Nets reached from selected ports:
Scale: 1.5 px per µm.
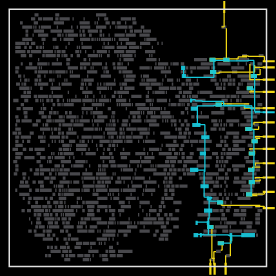
Cell outlines without signal wires:
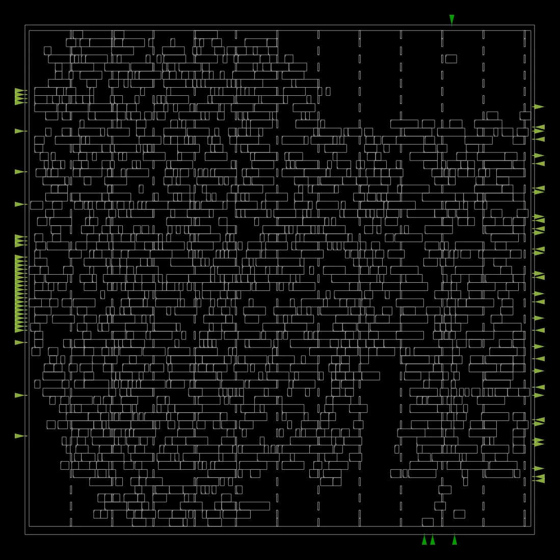
Metal 1:
Scale: 3 px per µm. Supply wires on this layer in grey.
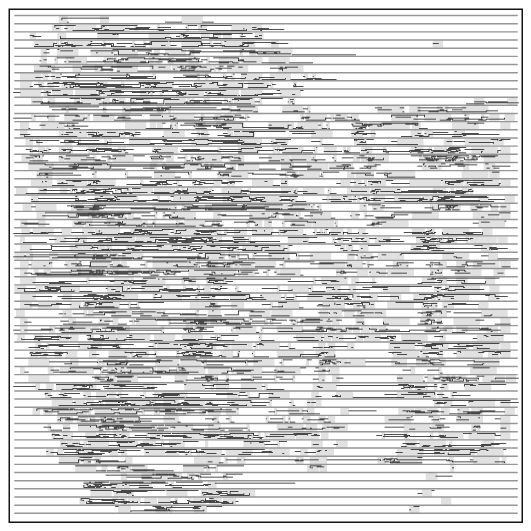
<file path="config.mk">
export PLATFORM = sky130hd
export DESIGN_NAME = input_loop
export DESIGN_NICKNAME = d
export VERILOG_FILES = /design/src/rtl/cnn_pkg.sv /design/src/rtl/input_loop_adder_tree.sv /design/src/rtl/input_loop.sv
export SDC_FILE = /design/constraint.sdc
export NUM_CORES = 1
export LEC_CHECK = 0
export CAP_MARGIN = 20
export CORE_UTILIZATION = 35
export DETAILED_ROUTE_END_ITERATION = 16
export GPL_ROUTABILITY_DRIVEN = 0
export PLACE_DENSITY_LB_ADDON = 0.12
export SLEW_MARGIN = 40
export SYNTH_ARGS = -nofsm -noshare
export SYNTH_HDL_FRONTEND = slang
export SYNTH_SLANG_ARGS = --single-unit
</file>
<file path="constraint.sdc">
create_clock -name clk_i -period 4.25 [get_ports clk_i]
set_input_delay 1.275 -clock clk_i [delete_from_list [all_inputs] [get_ports clk_i]]
set_output_delay 1.275 -clock clk_i [all_outputs]
set_load 0.02 [all_outputs]
</file>
<file path="src/rtl/cnn_pkg.sv">
// Shared types and fixed-point helpers for the CNN convolution accelerator.
// sat_narrow clamps a wide signed value into a narrower signed range.
package cnn_pkg;

  localparam int DATA_W_DEF = 16;
  localparam int FRAC_W_DEF = 8;
  localparam int WIDE_W     = 128;

  typedef logic signed [DATA_W_DEF-1:0] data_t;
  typedef logic signed [WIDE_W-1:0]     wide_t;

  // Result is already clamped; the caller keeps the low w bits.
  function automatic wide_t sat_narrow(input wide_t x, input int w);
    wide_t maxv;
    wide_t minv;
    maxv = (wide_t'(1) <<< (w - 1)) - wide_t'(1);
    minv = ~maxv;
    if (x > maxv) begin
      return maxv;
    end else if (x < minv) begin
      return minv;
    end else begin
      return x;
    end
  endfunction

endpackage

</file>
<file path="src/rtl/input_loop_adder_tree.sv">
// Combinational signed reduction of LEAVES product terms plus one init term.
// SUM_W must leave enough headroom that no partial sum can overflow.
module input_loop_adder_tree #(
  parameter int LEAVES = 1,
  parameter int LEAF_W = 32,
  parameter int SUM_W  = LEAF_W + $clog2(LEAVES + 1)
) (
  input  logic signed [LEAF_W-1:0] i_leaf [LEAVES],
  input  logic signed [LEAF_W-1:0] i_init,
  output logic signed [SUM_W-1:0]  o_sum
);

  always_comb begin
    o_sum = SUM_W'(i_init);
    for (int n = 0; n < LEAVES; n++) begin
      o_sum = o_sum + SUM_W'(i_leaf[n]);
    end
  end

endmodule

</file>
<file path="src/rtl/input_loop.sv">
// Two-stage fixed-point inner product: fm_o = fm_init_i + sum(fm_i[n] * weights_i[n]).
// Define INPUT_LOOP_SAT_EN to saturate the result instead of wrapping it.
module input_loop
  import cnn_pkg::*;
#(
  parameter int Tn_p   = 1,
  parameter int DATA_W = DATA_W_DEF,
  parameter int FRAC_W = FRAC_W_DEF
) (
  input  logic                     clk_i,
  input  logic                     rst_n_i,
  input  logic                     valid_i,
  input  logic signed [DATA_W-1:0] fm_i      [Tn_p],
  input  logic signed [DATA_W-1:0] weights_i [Tn_p],
  input  logic signed [DATA_W-1:0] fm_init_i,
  output logic                     valid_o,
  output logic signed [DATA_W-1:0] fm_o
);

  localparam int PROD_W  = 2 * DATA_W;
  localparam int SUM_W   = PROD_W + $clog2(Tn_p + 1);
  localparam int SHIFT_W = SUM_W - FRAC_W;

  logic signed [PROD_W-1:0]  r_prod [Tn_p];
  logic signed [DATA_W-1:0]  r_init;
  logic                      r_v1;
  logic                      r_valid_o;
  logic signed [DATA_W-1:0]  r_fm_o;

  logic signed [PROD_W-1:0]  w_init_term;
  logic signed [SUM_W-1:0]   w_sum;
  logic signed [SHIFT_W-1:0] w_shifted;
  logic signed [DATA_W-1:0]  w_narrow;
  logic                      w_unused;

  // Stage 1: full-precision products; operands are only captured when valid.
  always_ff @(posedge clk_i or negedge rst_n_i) begin
    if (!rst_n_i) begin
      r_v1   <= 1'b0;
      r_init <= '0;
      for (int n = 0; n < Tn_p; n++) begin
        r_prod[n] <= '0;
      end
    end else begin
      r_v1 <= valid_i;
      if (valid_i) begin
        r_init <= fm_init_i;
        for (int n = 0; n < Tn_p; n++) begin
          r_prod[n] <= PROD_W'(fm_i[n]) * PROD_W'(weights_i[n]);
        end
      end
    end
  end

  // Align the init word to the products' Q.2*FRAC_W scale.
  assign w_init_term = PROD_W'(r_init) <<< FRAC_W;

  input_loop_adder_tree #(
    .LEAVES (Tn_p),
    .LEAF_W (PROD_W),
    .SUM_W  (SUM_W)
  ) u_adder_tree (
    .i_leaf (r_prod),
    .i_init (w_init_term),
    .o_sum  (w_sum)
  );

  // Dropping the low FRAC_W bits is an arithmetic shift, i.e. floor rounding.
  assign w_shifted = w_sum[SUM_W-1:FRAC_W];

`ifdef INPUT_LOOP_SAT_EN
  assign w_narrow = DATA_W'(sat_narrow(WIDE_W'(w_shifted), DATA_W));
  assign w_unused = ^w_sum[FRAC_W-1:0];
`else
  assign w_narrow = w_shifted[DATA_W-1:0];
  assign w_unused = ^{w_sum[FRAC_W-1:0], w_shifted[SHIFT_W-1:DATA_W]};
`endif

  always_ff @(posedge clk_i or negedge rst_n_i) begin
    if (!rst_n_i) begin
      r_valid_o <= 1'b0;
      r_fm_o    <= '0;
    end else begin
      r_valid_o <= r_v1;
      if (r_v1) begin
        r_fm_o <= w_narrow;
      end
    end
  end

  assign valid_o = r_valid_o;
  assign fm_o    = r_fm_o;

endmodule

</file>
==> flow_summary.ini <==
; physical design summary
[routing]
postRouteAntennaNets = 0
vias_per_cell = 4.45
first_iter_violations = 231
drc = 0
vias = 7215
routedWlPerCell_um = 14.7

[run]
drv_cap = 0

[critical_path]
critPathRequiredTime_ps = 4430
cpMaxStageDelayCell = fa_2
startpoint_type = input port
crit_top_cell = fa_1
crit_path_end_kind = flop
cp_max_fo = 4

[final_timing]
rsz0062_at_grt = true
slew_headroom_pct = 58.8
final_hold_viol_count = 0
finalSetupViolCount = 16
clock.fmax_mhz = 163
period_used_pct = 144
drv_slew = 0
finalClockSkew_ps = 4.19
fin_crit_ps = 6120
timing.final.ws_setup_ps = -1870

[min_path]
hold_class = reg2reg

[die]
fp_util_pct = 35.7
die-height_um = 170
chip_area_um2 = 29100
die_w_um = 170

[yosys]
ys_seq_share_pct = 12.6
top_cell_area_share_pct = 37.7
synthArstFlopShare_pct = 100
ys_chip_area_um2 = 9940
synth_flops = 50
yosysTopAreaCell = fa_1
synthTopCellsByCount = inv_1 (252), fa_1 (187), nand2_1 (138)
yosys_cells = 1052
netlist_area_um2 = 9940
most_common_cell = inv_1
area_leaders = fa_1 (38%), dfrtp_1 (13%), ha_1 (11%)
edf_count = 0
yosys_most_used_dff = dfrtp_1
synth_area_per_cell_um2 = 9.45
synthDistinctLibCells = 62

[global_route]
grt_max_degree = 29
grtUsageTotal_pct = 17.4
antenna_found_initial = 0
overflow = 0

[status]
violations = negative setup slack
status = finished with violations

[clock_tree]
root_buffer = clkbuf_16
cts_buffers = 5
hold_buffers = 0
cts_max_path_buffers = 2
cts_tree = done
cts_sinks = 50

[placement]
dp_hpwl_um = 20200
dp_cells = 1574
dpl_worst_slack_ps = -2720

[finish]
regArea_um2 = 1250
final_cells = 1621
drive_gt1_share_pct = 27.8
multiInputGateArea_um2 = 8080
fin_area_um2 = 12900
nets = 1565
About 'nets reached from selected ports':
- cyan: valid_i (bits 1; direction input; end cells 34; wire 438 µm)
- yellow: fm_init_i (bits 16; direction input; end cells 16; wire 367 µm)
IO Port Bufs: 67
num ports: 68

About 'cell outlines without signal wires':
# rows: 61
fill count: 2,733
end-of-flow core utilization: 46.4%
# Taps: 378

About 'metal 1':
- share of all routed wire: 50%
- wire length on this layer: 12,000 µm

## metrics by stage
stage	utilization (%)
after global placement	43.1
after CTS	45.4
final	46.4
after global routing	46.4
after detailed placement	43.1
after floorplan	-
## kinds of logic after synthesis
| kind of cell | share of synthesized area [%] |
|---|---|
| and+or+nand+nor | 14.9 |
| buffers and inverters | 11.1 |
| adders and majority gates | 48.4 |
| AOI/OAI and AO/OA | 5.34 |
| DFF | 12.6 |
| xor gates and xnor gates | 4.08 |
| muxes | 3.63 |
## critical path, delay by kind of cell
family | cells | cell delay, ps
AND-OR/OR-AND | 3 | 320
adder cells (fa/ha/maj) | 7 | 3310
buffers and inverters | 4 | 530
multiplexers | 1 | 260
AND/OR/NAND/NOR | 3 | 580
## state kept, by name, summed over array words and instances (netlist names)
name     count
fm_o        16
valid_o      1
r_prod      16
r_v1         1
r_init      16
## what timing repair did
action                     CTS  global route
hold endpoints to repair     0             0
setup endpoints to repair   16            16
gates resized              189            65
buffers inserted            32            11
gates cloned                 1             0
pin swaps                   74            49
## final timing paths
| path | from | endpoint | cells past startpoint | slack (ps) |
|---|---|---|---|---|
| setup / recovery | fm_i[14] | r_prod[20]$_DFFE_PN0P_ | 18 | -1870 |
| hold / removal | fm_o[10]$_DFFE_PN0P_ | fm_o[10]$_DFFE_PN0P_ | 2 | 480 |
| setup reg to reg | r_prod[8]$_DFFE_PN0P_ | fm_o[14]$_DFFE_PN0P_ | 11 | 1670 |
| hold reg to reg | fm_o[10]$_DFFE_PN0P_ | fm_o[10]$_DFFE_PN0P_ | 2 | 480 |
| max in group asynchronous | rst_n_i | fm_o[13]$_DFFE_PN0P_ | 2 | 2510 |
| min in group asynchronous | rst_n_i | r_v1$_DFF_PN0_ | 1 | 1000 |
## metal layers
metal	global-route usage [%]	vias to the layer above	part of all wire, %
li1	-	3521	-
met1	25.6	3540	50
met2	28.1	140	45
met3	1.69	14	3.9
met4	2.70	0	0.76
met5	0	-	0
## placed cells by master (no fill, tap or decap), types with 9 or more instances in the layout
cell type / count
and2_1: 82
and2_4: 16
buf_12: 9
buf_4: 130
buf_6: 27
clkdlybuf4s50_1: 35
dfrtp_1: 50
fa_1: 177
fa_2: 10
ha_1: 67
ha_4: 13
inv_1: 233
inv_2: 18
mux2_2: 27
nand2_1: 121
nand2_2: 13
nor2_1: 17
xnor2_1: 26
## final cells by class
class | count | area share [%]
clock inverter | 3 | 0.310
inverter | 252 | 7.34
timing repair buffer | 222 | 15.5
tap | 378 | 3.66
multi-input combinational | 711 | 62.5
clock buffer | 5 | 0.968
sequential | 50 | 9.68
